==> config.mk <==
export PLATFORM = sky130hd
export DESIGN_NAME = spi_komut_sirasi
export DESIGN_NICKNAME = d
export VERILOG_FILES = /design/src/rtl/spi_komut_sirasi.sv
export SDC_FILE = /design/constraint.sdc
export NUM_CORES = 1
export LEC_CHECK = 0
export CORE_ASPECT_RATIO = 1.5
export CORE_MARGIN = 3
export CORE_UTILIZATION = 63
export CTS_CLUSTER_SIZE = 28
export DETAILED_ROUTE_END_ITERATION = 8
export GPL_ROUTABILITY_DRIVEN = 1
export GPL_TIMING_DRIVEN = 0
export HOLD_SLACK_MARGIN = 0.08
export PLACE_DENSITY_LB_ADDON = 0.1
export SYNTH_ARGS = -nofsm -noshare
export SYNTH_HDL_FRONTEND = slang
export SYNTH_SLANG_ARGS = --single-unit
==> constraint.sdc <==
create_clock -name clk_i -period 11.37 [get_ports clk_i]
set_clock_uncertainty 0.2 [all_clocks]
set_input_delay 2.274 -clock clk_i [delete_from_list [all_inputs] [get_ports clk_i]]
set_output_delay 2.274 -clock clk_i [all_outputs]
set_load 0.005 [all_outputs]
==> images/congestion_map.png <==
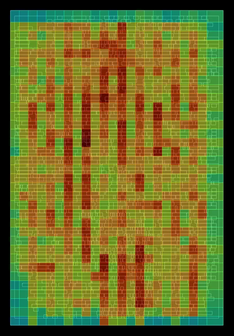
wire per inst: 26.1 um
busiest grt layer: met2
Final Util: 76.4%
GRT Overall Usage: 26.5%
met2 Use GR: 47.0%

==> images/m4.png <==
(1.5 px per um)
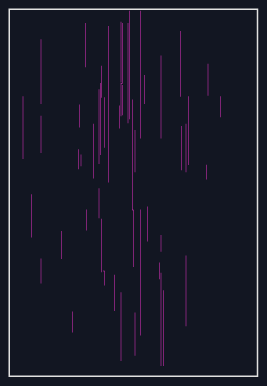
nets with wire on the layer: 31
longest straight run: 104 um
WL final: 51.4 mm
vias: 12.3k

==> images/util_map.png <==
(1 px per um) The die is cut into 16 by 24 equal tiles; white is low, dark blue is high, 0 to 100% covered.
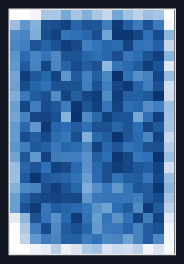
mean over tiles: 69%
tiles over 75% full: 51%
fullest tile: 99%
nearly empty tiles: 1.8%
core area: 36900 um^2
FP Core Util: 64.3%

==> images/floorplan.png <==
(2 px per um) Pins as bars on the die edge.
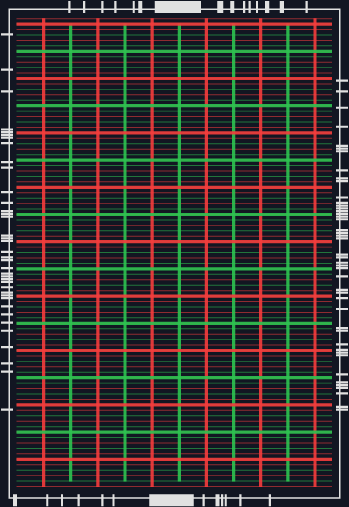
| net | colour |
|---|---|
| VSS | red |
| VDD | green |
met1 rails: 87
rows: 86
met4 straps: 11
Max VDD drop: 165 uV
Die Y: 244 um

==> images/clock_wires.png <==
(2 px per um)
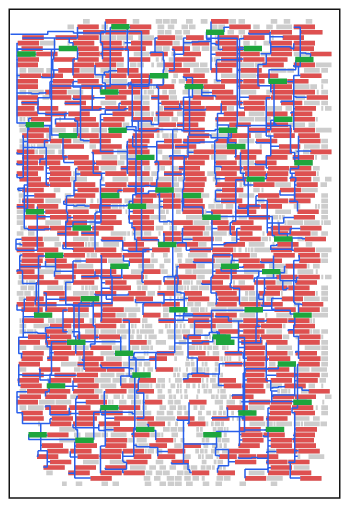
[flip-flops] red | count: 604
[clock wires] blue | length: 5990 um
[clock-net drivers] green | count: 52
flops lie: widely spread
P_clk: 0.00170 W
Clock power frac: 29.4%
Latency at later pin: 580 ps

==> results.toml <==
# yosys + openroad results
[place]
gp_congestion = 0.900

[sta]
holdWs_ps = 291
hold_violations = 0
finalSetupViolCount = 0
rsz0062_at_grt = "false"

[power_and_ir_drop]
total_power_w = 0.00577

[cts]
post_cts_buffers = 0

[cells_and_area]
register_area_um2 = 17700
fill_cells = 2068
syn_to_final_growth_pct = 18.8

[run_status]
outcome = "completed"

[global_routing]
grt_overflow = 0
antenna_found_initial = 0
grt_pass1_vias = 13200

[setup_path]
crit_cells = 5
crit_chain = "clkdlybuf4s50_1 > buf_2 > or3b_2 > o21a_1 > clkdlybuf4s50_1"
critical_path_arrival_ps = 4200
cp_max_fo = 10
path_buffers = 3

[logic_synthesis]
yosys_warnings = 0
yosys.stat.seqShare_pct = 74.5
ys_cells = 1189
edf_count = 512

[worst_hold_path]
holdPathStages = 2

[floorplan]
die_width_um = 164

[drt]
viasPerCell = 6.26

[run]
warnings = 29
==> metrics by stage <==
step / cells / area, um^2 / setup slack (ps)
2_1_floorplan: 1189 / 23700 / 4820
3_3_place_gp: 1836 / 26000 / 1040
3_5_place_dp: 1870 / 26600 / 4720
4_1_cts: 1967 / 28200 / 4710
5_1_grt: 1967 / 28200 / 4670
6_report: 1967 / 28200 / 4700
==> cell type report <==
cell class / count / area share (%)
Sequential cell: 604 / 62.7
Multi-Input combinational cell: 515 / 20.7
Timing Repair Buffer: 197 / 7.50
Clock buffer: 76 / 5.33
Tap cell: 484 / 2.15
Buffer: 58 / 1.00
Clock inverter: 21 / 0.488
Inverter: 12 / 0.160
==> tightest hold or removal path, delay by kind of cell, from the launching register on <==
kind / cells / cell delay [ps]
DFF: 1 / 340
and+or+nand+nor: 1 / 50
AOI/OAI and AO/OA: 1 / 60
==> cell usage in the layout (no fill, tap or decap), drive strengths merged, types with 6 or more instances in the layout <==
cell type      instances
a21oi                  8
a22oi                 18
buf                   72
clkbuf                97
clkdlybuf4s50        162
clkinv                16
dfrtp                 92
edfxtp               512
ha                    12
inv                   15
mux2                  27
mux2i                 71
mux4                 128
nand2                 41
nand2b                 8
nand3                  9
nor2                  57
nor3                  17
nor4                   8
o21ai                 35
o221ai                 6
xnor2                 11
==> routing by layer <==
layer	global-route usage [%]	share of wire (%)
met3	4.35	5.6
met4	9.16	3.5
met1	33.4	37
met2	47.0	54
met5	0	0
==> Yosys cell counts (3+ instances only) <==
cell type / count / area share, %
a22oi_1: 18 / 0.57
nand2_1: 41 / 0.65
ha_1: 12 / 0.63
o21ai_0: 13 / 0.27
nor2b_1: 4 / 0.11
clkbuf_1: 21 / 0.33
o211ai_1: 4 / 0.13
inv_1: 12 / 0.19
nor2_1: 54 / 0.85
and2_1: 4 / 0.11
buf_1: 9 / 0.14
nor4_1: 6 / 0.16
o21ai_1: 22 / 0.46
xnor2_1: 10 / 0.37
nand3_1: 9 / 0.19
xor2_1: 3 / 0.11
nand3b_1: 4 / 0.13
mux2_2: 25 / 1.2
nand2b_1: 8 / 0.21
dfrtp_1: 92 / 9.7
mux2i_1: 71 / 3.0
o221ai_2: 6 / 0.38
buf_2: 22 / 0.46
a21oi_1: 8 / 0.17
edfxtp_1: 512 / 65
buf_6: 4 / 0.19
o22ai_1: 3 / 0.079
nor3_1: 17 / 0.36
mux4_2: 128 / 12
==> kinds of logic after synthesis <==
kind of cell,Yosys count,synth area share [%]
AND-OR/OR-AND,92,2.72
multiplexers,226,16.4
adder cells (fa/ha/maj),14,0.802
buffers and inverters,70,1.38
XOR/XNOR,14,0.548
AND/OR/NAND/NOR,169,3.61
flip-flops,604,74.5
==> power by group <==
| group | switching (W) | leakage [nW] | internal [W] |
|---|---|---|---|
| combinational | 0.000679 | 2.71 | 0.000660 |
| sequential | 0.000112 | 5.82 | 0.00262 |
| clock | 0.000756 | 0.813 | 0.000941 |
| total | 0.00155 | 9.35 | 0.00422 |
Power is estimated from default activity; no workload was simulated.
